### Wire density map, run 1

37 x 37 tiles, from white (low) to dark blue (high), scaled to the fullest tile. Values are wire area over tile area, all layers added.
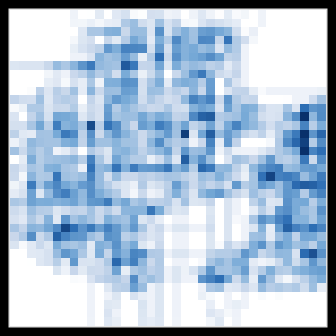
### Track usage over the die, run 1

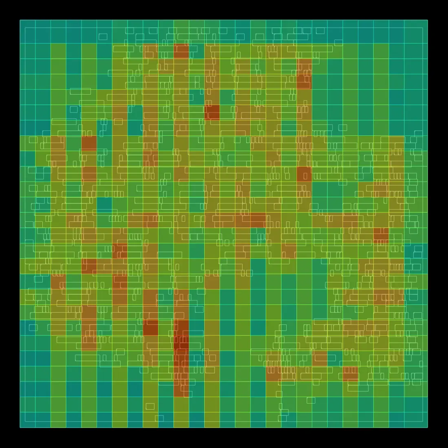
### Metal layers overlaid, run 1

Scale bar: 50 um. Two of the layers only.
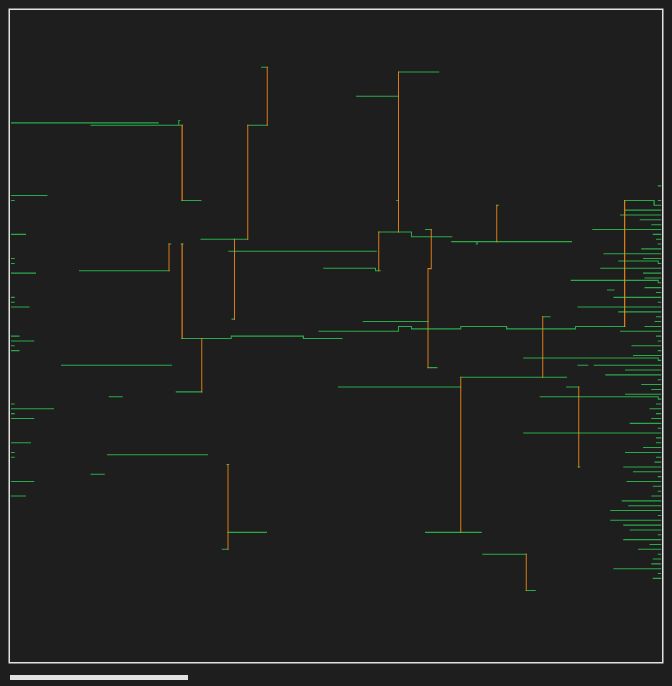
Design bitcount_dispatch_flat, sky130hd; sources not shown.
==> notes.md, run 1 <==
Implementation progress

The inverter count of the layout excluding clock inverters stands at 53. The sequential-cell power consumption stands at 3980 uW. On the critical path the largest part of the delay comes from buffers and inverters.

The placed instances occupy a cell area of 9830 sq um. In the final timing run, aggregate negative setup slack is 0 ns. The worst setup path is captured at an output pin. The completed layout was analyzed and its total power is 12,400 uW. The area share of fa/ha/maj cells after synthesis stands at 0.0103.

The share of the cycle needed by the critical path after routing stands at 0.641. The register with the most flip-flops in the layout has 128 of them. The number of hold buffers added after CTS was 1. The die is 183 um tall.

The clock passes through at most 3 buffers. OpenROAD emitted warnings numbering 29. The plain and repair buffers instantiated in the layout total 152. The fraction of cell area in sequential cells is reported as 0.523.

The antenna diode count stands at 1. The boundary pin count stands at 138. The worst path in the final design needs a cycle of 2.05 ns, including I/O delays and setup. The xor and xnor area share after synthesis stands at 0.00219. Together, buffers and inverters on the worst path number 1.

Per the area breakdown, the dominant cell category is registers. Once placement completed, the tool counted placed cells totaling 1,242. Synthesis produced a netlist whose cell count is 724.

Looking at the critical path, the highest net fanout was 2. Clock tree synthesis selected as its root buffer the cell sky130_fd_sc_hd__clkbuf_16. The worst-skew pair later-pin latency stands at 0.50 ns.

Per the detail_route report, vias per standard cell equal 4.12. The post-synthesis instance area stands at 8010 sq um. Summed over all nets, wire length on met3 after detailed routing comes to 1280 um. Per the synthesis report, the AND-OR/OR-AND share of the synthesized area is 0.0612. The post-CTS clock slew at the launch and capture registers of the worst setup and hold paths stands at 0.04 ns. The slack of the critical path stands at 1.15 ns. The first TritonRoute pass finished after 4 iterations. Hold timing on the final database bottoms out at a slack of 0.286 ns.

For reference, the post-synthesis area per instance comes to 11.1 sq um. The final layout report lists a clock buffer count of 41. In the post-synthesis netlist, the cell with the most instances is sky130_fd_sc_hd__nand2_1. The number of multi-input logic gates stands at 430.

met2 is the most crowded layer. The power in the clock group stands at 3890 uW. The run finished with clean final reports. The transition time recorded at the tightest slew-check pin is 0.818 ns. The critical path is of the flip-flop to output pin type. Per the final layout report, the fraction of cells sized above drive strength 1 comes to 0.0929. Combinational power for this build is 4570 uW.

Of the total synthesized cell area, the portion taken by AND, OR, NAND and NOR gates is 0.154. Counting every sink on the clock net gives 206. The share of synthesized area in the top cell type comes to 0.480. By instance count after routing, the leading logic cell types are sky130_fd_sc_hd__nand2_1, sky130_fd_sc_hd__clkdlybuf4s50_1, sky130_fd_sc_hd__edfxtp_1.

The number of warning messages in the yosys log stands at 0. Per the post-route antenna check, the number of violating nets is 0. Along the worst hold path, the cell count comes to 1.

The core outline area stands at 31,600 sq um. The worst setup path is launched from a flip-flop. The post-cts repair resize count stands at 0.

In the per-layer breakdown of the detailed-route log, met1 shows 9930 um. According to the Yosys statistics, the synthesized design has a chip area of 8010 sq um. By area the synthesized netlist is led by sky130_fd_sc_hd__edfxtp_1, sky130_fd_sc_hd__dfrtp_1, sky130_fd_sc_hd__nand2_1, sky130_fd_sc_hd__o21ai_0, sky130_fd_sc_hd__inv_1. The path length in cells of the critical path stands at 1. The group that draws the most power in this run is combinational logic. The clock network fraction of design power stands at 0.313. The final layout contains a sequential cell count of 206. Input and output buffers added on the ports amount to 136. The violation tally recorded at the end of detailed-routing iteration 0 is 297. The script parses the final routing iteration and logs DRC violations as 0.

The arrival time of the worst setup path stands at 1.73 ns. Fill cells in the final layout number 3,179. The first global-routing pass estimated 31,200 um of wire. The number of nets handed over by synthesis was 799. The post-synthesis cell type count stands at 23. The clock network contribution to total cell area stands at 0.112. The slack of the worst reg-to-reg path stands at 1.23 ns. After synthesis, the most frequently instantiated cells are sky130_fd_sc_hd__nand2_1, sky130_fd_sc_hd__edfxtp_1, sky130_fd_sc_hd__dfrtp_1. Per Yosys stat, the portion of area used by sequential elements is 0.724.

The final number of hold-violating endpoints stands at 0. STA reports the tightest min-delay check as being of type input pin to flip-flop. Looking at area per cell type in the netlist, the leader is sky130_fd_sc_hd__edfxtp_1. After synthesis, the largest family of logic cells by area is simple AND/OR/NAND/NOR gates. For this design the total switching power over the nets is 4790 uW.

Of the total power, combinational logic draws 0.367. The cell count of the worst reg-to-reg path stands at 11. Post-synth the commonest register cell is sky130_fd_sc_hd__edfxtp_1.

Setup repair after global routing left no endpoint under its margin. The fraction of power spent switching nets stands at 0.385. The final timing report lists clock skew as 0.0112 ns. The top achievable clock speed stands at 488 MHz. The inserted tap cell count stands at 402.

The post-layout instance count excluding filler cells stands at 1,307. The initial utilization of the core area, before any placement, comes to 0.254. The power density over the cells stands at 1120 nW/um^2. The cell sequence reported for the critical path is clkdlybuf4s50_1. The detailed-routed wire length on met2 stands at 8500 um. The worst setup slack after placement stands at 0.940 ns. The synthesis report gives the async set-or-reset register share as 0.379. With fillers left out, the area of the finished cells amounts to 11,100 sq um. The die area stands at 33,500 sq um. The last timing report of the flow puts the setup violation total at 0. The width of the die stands at 183 um.

The number of global-route vias before repair stands at 5,306.
## Picture notes: 'Wire density map'
fullest tile	0.36
tiles over half the peak	17%
emptiest ninth of the die	upper right
mean over tiles	0.096
nearly empty tiles	23%
Total GRT Usage: 0.121
routed wire length: 20,100 um
total vias in the final route: 5,380
routed length per instance: 15.4 um

## Picture notes: 'Track usage over the die'
met2 Use GR: 0.181
global-route track usage on met3: 0.0322
fraction of the core area covered by cells at the end of the flow: 0.351

## Picture notes: 'Metal layers overlaid'
layer	color	wire length
metal 4	orange	399 um
metal 3	green	1,280 um

### Close-up of the layout, run 1

Scale bar: 5 um. Window x 127 to 147, y 127 to 147 um. Cells in gray, sequential cells in the stronger gray; small squares are vias.
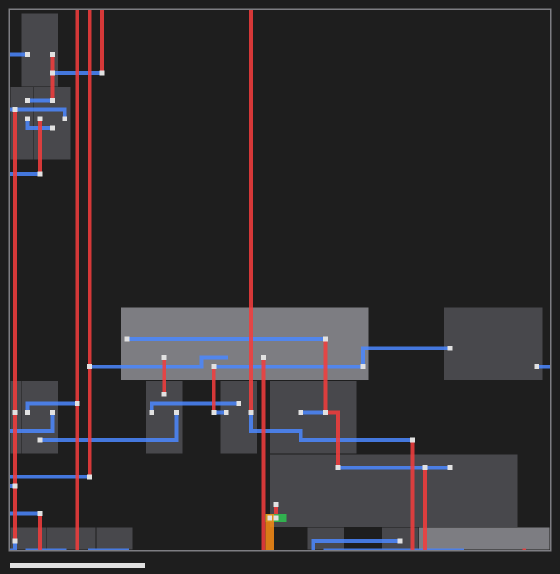

==> run 2: changes to the inputs <==
- PLACE_DENSITY: 0.45 -> 0.46
- clock period: 3.2 -> 1.7 ns (I/O delays scaled with it)
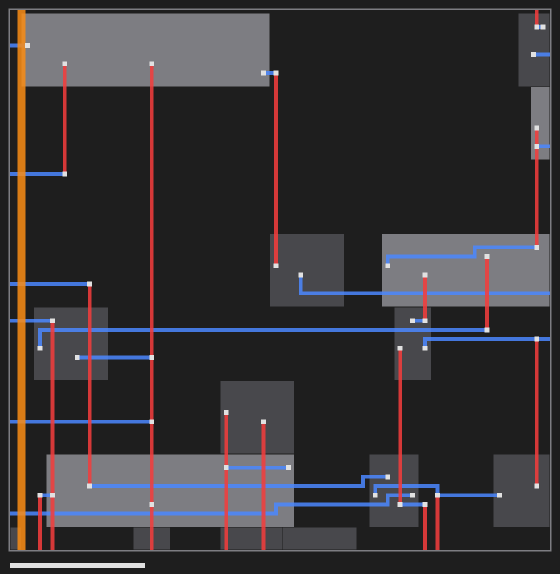
*Close-up of the layout, run 2*
Scale bar: 5 um. Window x 127 to 147, y 127 to 147 um. Cells in gray, sequential cells in the stronger gray; small squares are vias.
layer	color
metal 2	red
metal 1	blue
metal 4	orange
most frequent	buf_4 (4), dfrtp_1 (3)
cells with their middle in the window	10
sequential cells in the window	3

==> notes.md, run 2 <==
Implementation progress

Counting endpoints that fail hold in the final report gives 0. The sequential-cell power consumption stands at 7450 uW. The power in the clock group stands at 6930 uW.

In the layout the commonest cells are sky130_fd_sc_hd__nand2_1, sky130_fd_sc_hd__edfxtp_1, sky130_fd_sc_hd__dfrtp_1. The multi-input logic area stands at 1890 sq um. Buffers inserted to repair hold after CTS numbered 1. Per the synthesis report, the simple-gate share of the synthesized area is 0.154. CTS placed an instance of sky130_fd_sc_hd__clkbuf_16 at the clock tree root. The clock period minus worst slack stands at 1.76 ns.

TritonCTS built the clock tree. The fraction of layout cells with a size suffix above 1 stands at 0.160. The setup TNS stands at -0.0998 ns. Measured in cells, the most critical reg-to-reg path has a length of 11.

The layout report lists the clock-cell share of area as 0.105. The critical path crosses 11 cells after its start point. The post-CTS clock slew at the launch and capture registers of the worst setup and hold paths stands at 0.05 ns.

The main area contributors are sky130_fd_sc_hd__edfxtp_1, sky130_fd_sc_hd__dfrtp_1, sky130_fd_sc_hd__nand2_1, sky130_fd_sc_hd__o21ai_0, sky130_fd_sc_hd__inv_1. Sorting the synthesized cells by how often they occur yields sky130_fd_sc_hd__nand2_1, sky130_fd_sc_hd__edfxtp_1, sky130_fd_sc_hd__dfrtp_1. The largest fanout on the critical path stands at 2. The script extracted a net switching power of 9160 uW. Across the routed clock network, the largest skew measured is 0.0208 ns. The clock passes through at most 3 buffers. The detailed-routed wire length on met2 stands at 8690 um. In this run the count of I/O pins placed on the die edge is 138. The length of the first detailed-routing pass in iterations stands at 4. The largest cell class by area is registers. Counting the clock-network buffers in the layout gives 38. The net count entering floorplan stands at 799. The area fraction in compound gates stands at 0.0612. The design draws 23,100 uW. The chip area line in the Yosys stat output reads 8010 sq um.

Dividing total power by cell area gives a power density of 2070 nW/um^2. Detailed routing inserted a total of 5,508 vias. The sequential cell area fraction in the yosys report stands at 0.724.

The H-tree was split into 2 levels. The slack of the critical path stands at -0.0641 ns. The critical path is of the flip-flop to flip-flop type. The quantity of I/O buffers inserted on ports stands at 136. Note that the worst hold path type here is input pin to flip-flop. The gate-level netlist out of Yosys references 23 unique cell types.

The number of buffers and inverters on the critical path is 2. Measured along the x axis, the die boundary spans 183 um. The run finished, with violations left. The overall die size recorded for this design is 33,500 sq um.

In the floorplan report the effective utilization is 0.254. The share of the cycle needed by the critical path after routing stands at 1.04. The inverter count of the layout excluding clock inverters stands at 53. The finished cells cover 11,100 sq um.

The number of global-route vias before repair came to 5,702. The per-cell via count in the routed design stands at 4.16. The number of synthesized flops with an enable pin stands at 128. The total setup violations reported at the end of the flow stands at 2.

The total met3 wirelength after detailed routing stands at 1200 um. The clock sink count stands at 206. The detailed-route wire length on metal 1 stands at 9360 um. STA classifies the critical path endpoint as a flip-flop. The number of multi-input logic gates stands at 430.

Global routing put the most usage on met2. Post-synth the commonest register cell is sky130_fd_sc_hd__edfxtp_1. The first global-routing pass estimated 31,700 um of wire.

The worst setup path is launched from a flip-flop. The number of design rule violations left after detail routing stands at 0. According to the timing report, the arrival time at the worst endpoint equals 2.15 ns. The fraction of power spent switching nets stands at 0.397.

Of all power groups, the one with the highest power is combinational logic. Looking at the max-slew report, the worst-margin pin has a slew of 0.527 ns. For flop-to-flop paths, the worst setup slack is -0.06 ns.

Per the layout report, the design carries 3,182 filler cells. The total tool warning count stands at 32. The synthesized design spends more area on one cell type than any other, namely sky130_fd_sc_hd__edfxtp_1.

The height of the die stands at 183 um. The post-synthesis instance area stands at 8010 sq um. After layout, the buffer instance count without clock buffers stands at 170. The combinational share of power stands at 0.376. Sorting the synthesis cell report by count puts at the top sky130_fd_sc_hd__nand2_1. The inserted tap cell count stands at 402. The cell total after placement stands at 1,258. The worst hold margin stands at 0.153 ns.

The area share of fa/ha/maj cells after synthesis stands at 0.0103. Of all flip-flops after synthesis, the portion carrying an async set or reset was 0.379. In this run, the synthesized area fraction spent on xor and xnor cells is recorded as 0.00219.

Setup repair after global routing could not meet its margin everywhere. The final report lists a non-filler cell total of 1,325. Detailed placement reports a standard cell area of 9980 sq um.

The instance count of the mapped netlist stands at 724. In this design, the largest share of critical-path delay is due to adder cells. The area fraction of the largest cell type after synthesis is 0.480. The share of cell area taken by flip-flops and latches stands at 0.520. The number of antenna diodes in the final layout is 0.

The top achievable clock speed stands at 567 MHz. The clock reaches the later pin of the worst-skew pair after 0.51 ns. The report lists the cells along the critical path as nor2_2, nand2_2, inv_2, ha_4, inv_2, fa_1, nand2_1, nand2_2, nand3_1, nor2_1, nand2_1. The iteration-0 DRC count of the detailed router stands at 238.

The number of warning messages in the yosys log stands at 0. For met2 alone, demand over resource in global routing was 0.191. The number of gates resized after CTS was 30. The power report attributes to the clock group a share of 0.301.

The power attributed to combinational cells stands at 8680 uW. The region available for standard cell placement spans 31,600 sq um. Setup slack on the worst path after placement came out at -0.171 ns. Wires add up to 19,700 um. The design has 206 sequential cells. In this run the remaining antenna-violating nets after routing total 0. The final reports fail on setup timing. After synthesis, the largest family of logic cells by area is simple AND/OR/NAND/NOR gates. The number of cells on the worst hold path is listed as 1. The flip-flop count of the largest register after layout stands at 128.
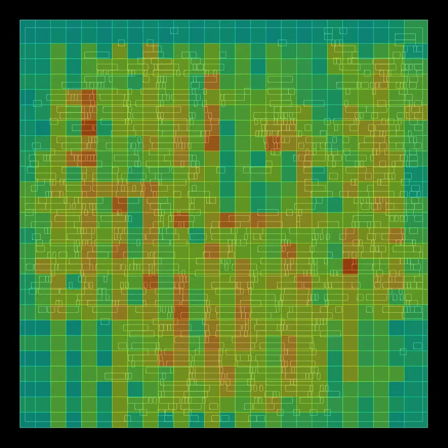
*Track usage over the die, run 2*
global-route track usage on met3: 0.0308
met1 track demand over resource: 0.162
routed length per instance: 14.9 um
Total GRT Usage: 0.121
fraction of the core area covered by cells at the end of the flow: 0.353

No activity file was given, so power comes from the tool's default toggle rates.
